==> config.mk <==
export PLATFORM = sky130hd
export DESIGN_NAME = inst_fetch_queue
export DESIGN_NICKNAME = d
export VERILOG_FILES = /design/src/rtl/cpu_pkg.sv /design/src/rtl/alu.sv /design/src/rtl/sync_fifo.sv /design/src/rtl/inst_fetch_queue.sv
export SDC_FILE = /design/constraint.sdc
export NUM_CORES = 1
export LEC_CHECK = 0
export ABC_AREA = 1
export CORE_ASPECT_RATIO = 0.8
export CORE_MARGIN = 2
export CORE_UTILIZATION = 45
export DETAILED_ROUTE_END_ITERATION = 10
export DONT_BUFFER_PORTS = 1
export HOLD_SLACK_MARGIN = 0.03
export MAX_ROUTING_LAYER = met4
export PLACE_DENSITY = 0.61
export SETUP_SLACK_MARGIN = 0.1
export SYNTH_ARGS = -nofsm -noshare
export SYNTH_HDL_FRONTEND = slang
export SYNTH_SLANG_ARGS = --single-unit
==> constraint.sdc <==
create_clock -name clock -period 6.7 [get_ports clock]
set_input_delay 2.01 -clock clock [delete_from_list [all_inputs] [get_ports clock]]
set_output_delay 2.01 -clock clock [all_outputs]
set_load 0.05 [all_outputs]
==> src/rtl/cpu_pkg.sv <==
// Shared CPU front-end types: fetch-queue defaults, queue entry layout, ALU opcodes.
// Latency: n/a (types and constants only).
// Backpressure: n/a.
package cpu_pkg;

  // Default fetch-queue geometry and boot address.
  localparam int          IFQ_DEPTH    = 4;
  localparam logic [63:0] IFQ_RESET_PC = 64'h0;

  // One fetched instruction together with the byte address it came from.
  typedef struct packed {
    logic [63:0] pc;
    logic [31:0] inst;
  } ifq_entry_t;

  localparam int IFQ_ENTRY_W = $bits(ifq_entry_t);

  typedef enum logic [2:0] {
    ALU_ADD,
    ALU_SUB,
    ALU_AND,
    ALU_OR,
    ALU_XOR
  } alu_op_t;

  // Instruction fetches are word granular; low two address bits are dropped.
  function automatic logic [63:0] align_word(input logic [63:0] addr);
    return {addr[63:2], 2'b00};
  endfunction

endpackage

==> src/rtl/alu.sv <==
// 64-bit integer ALU shared by the core; the fetch unit only uses ADD.
// Latency: purely combinational.
// Backpressure: none.
module alu
  import cpu_pkg::*;
(
  input  logic [63:0] a,
  input  logic [63:0] b,
  input  alu_op_t     op,
  output logic [63:0] y
);

  // Select the operation; unknown opcodes yield zero.
  always_comb begin
    y = '0;
    unique case (op)
      ALU_ADD: y = a + b;
      ALU_SUB: y = a - b;
      ALU_AND: y = a & b;
      ALU_OR:  y = a | b;
      ALU_XOR: y = a ^ b;
      default: y = '0;
    endcase
  end

endmodule

==> src/rtl/sync_fifo.sv <==
// Generic single-clock FIFO with synchronous flush; head is shown combinationally.
// Latency: a pushed word is visible at head the cycle after the push edge.
// Backpressure: push while full is accepted only if a pop happens in the same cycle.
module sync_fifo #(
  parameter int WIDTH = 8,
  parameter int DEPTH = 4
) (
  input  logic                         clock,
  input  logic                         reset,
  input  logic                         flush,
  input  logic                         push,
  input  logic [WIDTH-1:0]             push_data,
  input  logic                         pop,
  output logic [WIDTH-1:0]             head,
  output logic                         empty,
  output logic                         full,
  output logic [$clog2(DEPTH+1)-1:0]   count
);

  localparam int AW = $clog2(DEPTH);
  localparam int CW = $clog2(DEPTH + 1);

  logic [WIDTH-1:0] mem [DEPTH];
  logic [AW-1:0]    wr_ptr;
  logic [AW-1:0]    rd_ptr;
  logic [CW-1:0]    cnt;
  logic             do_push;
  logic             do_pop;

  assign empty   = (cnt == '0);
  assign full    = (cnt == CW'(DEPTH));
  assign do_pop  = pop & ~empty;
  assign do_push = push & (~full | do_pop);
  assign head    = mem[rd_ptr];
  assign count   = cnt;

  // Pointers and occupancy; flush discards everything, including a same-cycle push.
  always_ff @(posedge clock or negedge reset) begin
    if (!reset) begin
      wr_ptr <= '0;
      rd_ptr <= '0;
      cnt    <= '0;
    end else if (flush) begin
      wr_ptr <= '0;
      rd_ptr <= '0;
      cnt    <= '0;
    end else begin
      if (do_push) wr_ptr <= wr_ptr + AW'(1);
      if (do_pop)  rd_ptr <= rd_ptr + AW'(1);
      cnt <= cnt + CW'(do_push) - CW'(do_pop);
    end
  end

  // Storage array; contents need no reset because occupancy guards every read.
  always_ff @(posedge clock) begin
    if (do_push && !flush) mem[wr_ptr] <= push_data;
  end

endmodule

==> src/rtl/inst_fetch_queue.sv <==
// Instruction fetch unit: issues word fetches, queues returned words with their pc for decode.
// Latency: request accepted cycle N, response N+1, visible at out_* in cycle N+2.
// Backpressure: requests stop once queued + outstanding reaches DEPTH; out_ready stalls the head.
module inst_fetch_queue
  import cpu_pkg::*;
#(
  parameter int          DEPTH    = IFQ_DEPTH,
  parameter logic [63:0] RESET_PC = IFQ_RESET_PC
) (
  input  logic        clock,
  input  logic        reset,
  input  logic        redirect_valid,
  input  logic [63:0] redirect_pc,
  output logic        imem_req_valid,
  input  logic        imem_req_ready,
  output logic [63:0] imem_req_addr,
  input  logic        imem_resp_valid,
  input  logic [31:0] imem_resp_data,
  output logic        out_valid,
  input  logic        out_ready,
  output logic [31:0] out_inst,
  output logic [63:0] out_pc,
  output logic [63:0] out_pc4,
  output logic        misalign
);

  localparam int CW = $clog2(DEPTH + 1);

  logic [63:0]   fetch_pc;
  logic [63:0]   fetch_pc_inc;
  logic [63:0]   head_pc4;
  logic [63:0]   tag_pc;
  logic [CW-1:0] outstanding;
  logic [CW-1:0] outstanding_nxt;
  logic [CW-1:0] drop_cnt;
  logic [CW-1:0] q_count;
  logic [CW-1:0] tag_count;
  logic [CW:0]   in_use;
  logic          req_fire;
  logic          resp_seen;
  logic          resp_live;
  logic          pop_fire;
  logic          q_empty;
  logic          q_full;
  logic          tag_empty;
  logic          tag_full;
  logic          unused_status;
  ifq_entry_t    push_entry;
  ifq_entry_t    head_entry;

  // Every slot is reserved at request time, so a returning word always has room.
  assign in_use         = {1'b0, q_count} + {1'b0, outstanding};
  assign imem_req_valid = reset & ~redirect_valid & (in_use < (CW+1)'(DEPTH));
  assign imem_req_addr  = fetch_pc;
  assign req_fire       = imem_req_valid & imem_req_ready;

  // A response with nothing outstanding (e.g. left over from before a reset) is ignored.
  // Stale responses are counted off by drop_cnt; a redirect cycle also swallows its response.
  assign resp_seen       = imem_resp_valid & (outstanding != '0);
  assign resp_live       = resp_seen & (drop_cnt == '0) & ~redirect_valid & ~tag_empty;
  assign outstanding_nxt = outstanding + CW'(req_fire) - CW'(resp_seen);

  assign push_entry = '{pc: tag_pc, inst: imem_resp_data};
  assign pop_fire   = out_valid & out_ready;

  // Decode sees the head directly; an empty queue presents all zeros.
  assign out_valid = ~q_empty;
  assign out_inst  = q_empty ? 32'h0 : head_entry.inst;
  assign out_pc    = q_empty ? 64'h0 : head_entry.pc;
  assign out_pc4   = q_empty ? 64'h0 : head_pc4;

  assign misalign = reset & redirect_valid & (redirect_pc[1:0] != 2'b00);

  assign unused_status = ^{tag_count, tag_full, q_full};

  // pc of every live accepted request, in issue order; a redirect forgets them all.
  sync_fifo #(.WIDTH(64), .DEPTH(DEPTH)) u_tag_fifo (
    .clock     (clock),
    .reset     (reset),
    .flush     (redirect_valid),
    .push      (req_fire),
    .push_data (fetch_pc),
    .pop       (resp_live),
    .head      (tag_pc),
    .empty     (tag_empty),
    .full      (tag_full),
    .count     (tag_count)
  );

  // Instruction queue feeding decode.
  sync_fifo #(.WIDTH(IFQ_ENTRY_W), .DEPTH(DEPTH)) u_queue (
    .clock     (clock),
    .reset     (reset),
    .flush     (redirect_valid),
    .push      (resp_live),
    .push_data (push_entry),
    .pop       (pop_fire),
    .head      (head_entry),
    .empty     (q_empty),
    .full      (q_full),
    .count     (q_count)
  );

  alu u_fetch_inc (
    .a  (fetch_pc),
    .b  (64'd4),
    .op (ALU_ADD),
    .y  (fetch_pc_inc)
  );

  alu u_head_pc4 (
    .a  (head_entry.pc),
    .b  (64'd4),
    .op (ALU_ADD),
    .y  (head_pc4)
  );

  // Fetch pointer, outstanding count and stale-response budget.
  always_ff @(posedge clock or negedge reset) begin
    if (!reset) begin
      fetch_pc    <= RESET_PC;
      outstanding <= '0;
      drop_cnt    <= '0;
    end else begin
      outstanding <= outstanding_nxt;
      if (redirect_valid) begin
        fetch_pc <= align_word(redirect_pc);
        drop_cnt <= outstanding_nxt;
      end else begin
        if (req_fire) fetch_pc <= fetch_pc_inc;
        if (resp_seen && (drop_cnt != '0)) drop_cnt <= drop_cnt - CW'(1);
      end
    end
  end

endmodule

==> images/congestion.png <==
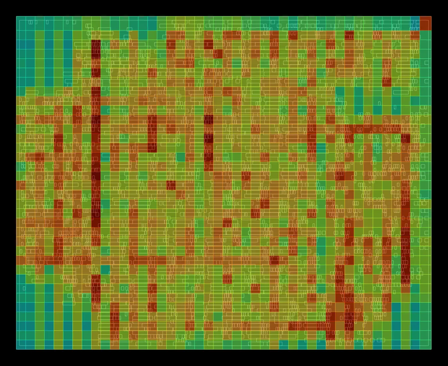
met2 GRT Util: 37.4%
met3 GRT Util: 4.63%
Avg WL per Cell: 21.5 um
Post-Route Utilization: 50.8%

==> images/flops_by_reg.png <==
(1 px per um)
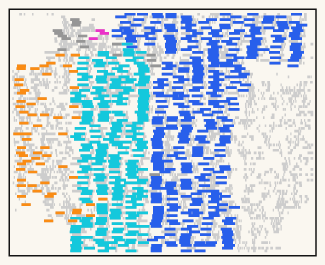
| netlist name | colour | flops |
|---|---|---|
| u_queue.count | magenta | 3 |
| u_queue.mem | blue | 376 |
| u_tag_fifo.mem | cyan | 248 |
| imem_req_addr | orange | 62 |
not coloured: 17
P_seq: 5.55 mW
Reg area: 20800 um^2
Seq area share: 56.9%

==> images/io_placement.png <==
(1.5 px per um) Pins as bars across the die edge, other pins in grey.
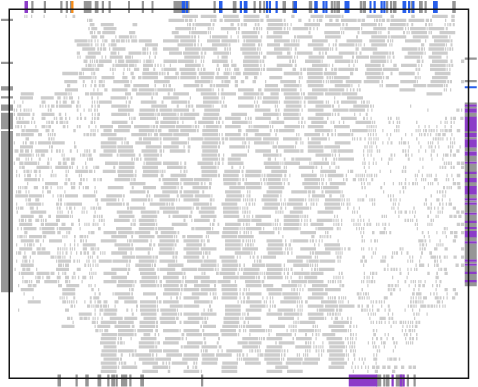
| port | colour | pins | direction | edge |
|---|---|---|---|---|
| out_pc | purple | 64 | output | 39 right, 23 bottom, 2 top |
| imem_req_valid | orange | 1 | output | top |
| imem_resp_data | blue | 32 | input | 31 top, 1 right |
all pins by edge: 95 left, 93 right, 87 top, 54 bottom
I/O Buffers: 0
Die Wd: 305 um
chip height: 245 um

==> images/detail.png <==
Window x 140 to 165, y 61 to 86 um. Cells in grey, sequential cells in the stronger grey; small squares are vias.
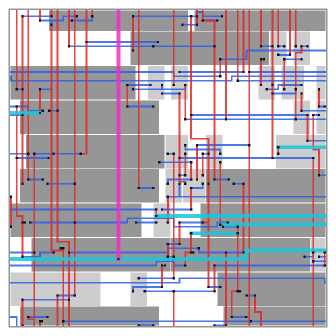
| layer | colour |
|---|---|
| metal 3 | cyan |
| metal 1 | blue |
| metal 2 | red |
| metal 4 | magenta |
cells with their middle in the window: 31
sequential cells in the window: 15
netlist names of flops here include: u_queue.mem (14), u_queue.rd_ptr (1)
most frequent: edfxtp_1 (14), nand2_1 (11), nand3_1 (3)

==> reports/results.ini <==
[setup_path]
cp-end-kind=primary output
crit_buf_inv=2
path_cells=inv_6 > nand2_1 > nand3_1 > nand2_1 > nor2_1 > nand2_1 > nor2_1 > nand2_1 > nor2_1 > a21oi_1 > nor2_1 > buf_4
path_delay_family=simple AND/OR/NAND/NOR gates
timing.rr.end=drop_cnt[2]
critPathLaunch=u_queue.rd_ptr[0]
crit_fanout=95
rr_worst_depth=12
required_ns=4.69
crit_end=out_pc4[53]
critical_path_class=reg -> out
max_stage_delay_ns=0.65
worst_r2r_startpoint=u_queue.count[2]

[floorplanning]
coreArea_um2=72000
num_rows=88
fp_util_pct=45.4
io_pins=329
tap_cells=945

[timing]
setup_violations=0
finalSetupTns_ns=0
hold_violations=0
finalClockPeriodUsage_pct=91.5
maxSlewViolCount=0
worst_slack_ns=0.569
fin_crit_ns=6.13
rsz0062_at_grt=no
worst_pin_slew_ns=1.24
worst_hold_slack_ns=0.567
skew_ns=0.0240
fmax_mhz=163

[synthesis]
ys_sh_adder_pct=0.912
syn-cell-area_um2=32700
synth-seq-area-share_pct=63.7
synth-async-reset-ratio_pct=11.6
ys_sh_aoi_pct=7.44
mux_share_pct=0
ys_seq_elements=706
simple_gate_area_share_pct=21.9
logic_family=simple AND/OR/NAND/NOR gates
ys_warn_count=0
ys_cells=3318
synth-area-yosys_um2=32700
synthCells=3318
avgSynthCellArea_um2=9.84
flop_cell=edfxtp_1
edf_count=624

[cells_and_area]
fin_cells=4381
clock_buffer_count=87
buffers_excl_clock=137
fin_nets=3505
logic_gate_count=2289
inv_count=175
finalInstanceArea_um2=36600
combGateArea_um2=10500
syn_to_final_growth_pct=11.9
clkCellAreaFrac_pct=6.35
flop-count=706
largest_reg_flops=376
regMostFlops=u_queue.mem
lay_top_cells=856 x nand2_1, 624 x edfxtp_1, 583 x nor2_1
buffer_area_share_pct=2.92
num_antenna_cells=0
comb-cell-share_pct=28.8
final_common_cell=nand2_1

[job]
drv_cap=0
warnings=36

[global_routing]
track_usage_pct=25.6
grt_pass1_vias=22687
grt_overflow=0
grt_start_max_net_pins=113
grt_first_pass_wirelength_um=140000
antenna_found_initial=0

[pwr]
powerClk_mw=3.93
switching_power_mw=5.91
powerComb_mw=4.75
leakagePower_nw=13.7
pwr-share-comb_pct=33.4
p_seq_share_pct=39.0
clock_power_share_pct=27.6
power_mw=14.2

[clock_tree]
root_buffer=clkbuf_16
cts_buffers=72
cts_tree=done
post_cts_resized=0
ctsHoldBuffers=0
path_clk_slew_ns=0.06
cts_max_level=3
post_cts_buffers=0
cts_num_sinks=706

[routing]
via_per_inst=5.48
drt-pass1-iter-count=5
via_count=23996
route.detailed.drc=0
met3_length_um=7530
ant_nets=0
top_layer=met4
wl_met2_um=41400
wl_um=94300

[worst_hold_path]
worstHoldPathType=reg -> reg
hold_end=outstanding[0]
min_from=outstanding[0]
worstHoldPathCells=1

[placed_design]
place_area_um2=34200

[run_status]
status=completed

## synthesized netlist by cell type (all sizes together) (12+ instances only)
cell type / count / area, um^2
nor2: 621 / 2440
inv: 171 / 647
buf: 70 / 474
nand4: 25 / 156
o22ai: 62 / 388
nand2: 873 / 3320
o21ai: 242 / 1210
clkbuf: 83 / 312
dfrtp: 82 / 2050
edfxtp: 624 / 18700
a21oi: 72 / 360
nand3: 197 / 986
o211ai: 28 / 210
ha: 19 / 238
xnor2: 12 / 105
xor2: 50 / 438
o21bai: 12 / 90.1
nor3: 36 / 180
## routing by layer
layer  track usage, %  vias to the layer above
met2             37.4                      908
met4             6.87                        0
met3             4.63                      127
met1             37.0                    11586
li1                 -                    11375
met5                -                        -
Power figures rest on the tool's default switching activity, not on a simulated workload.
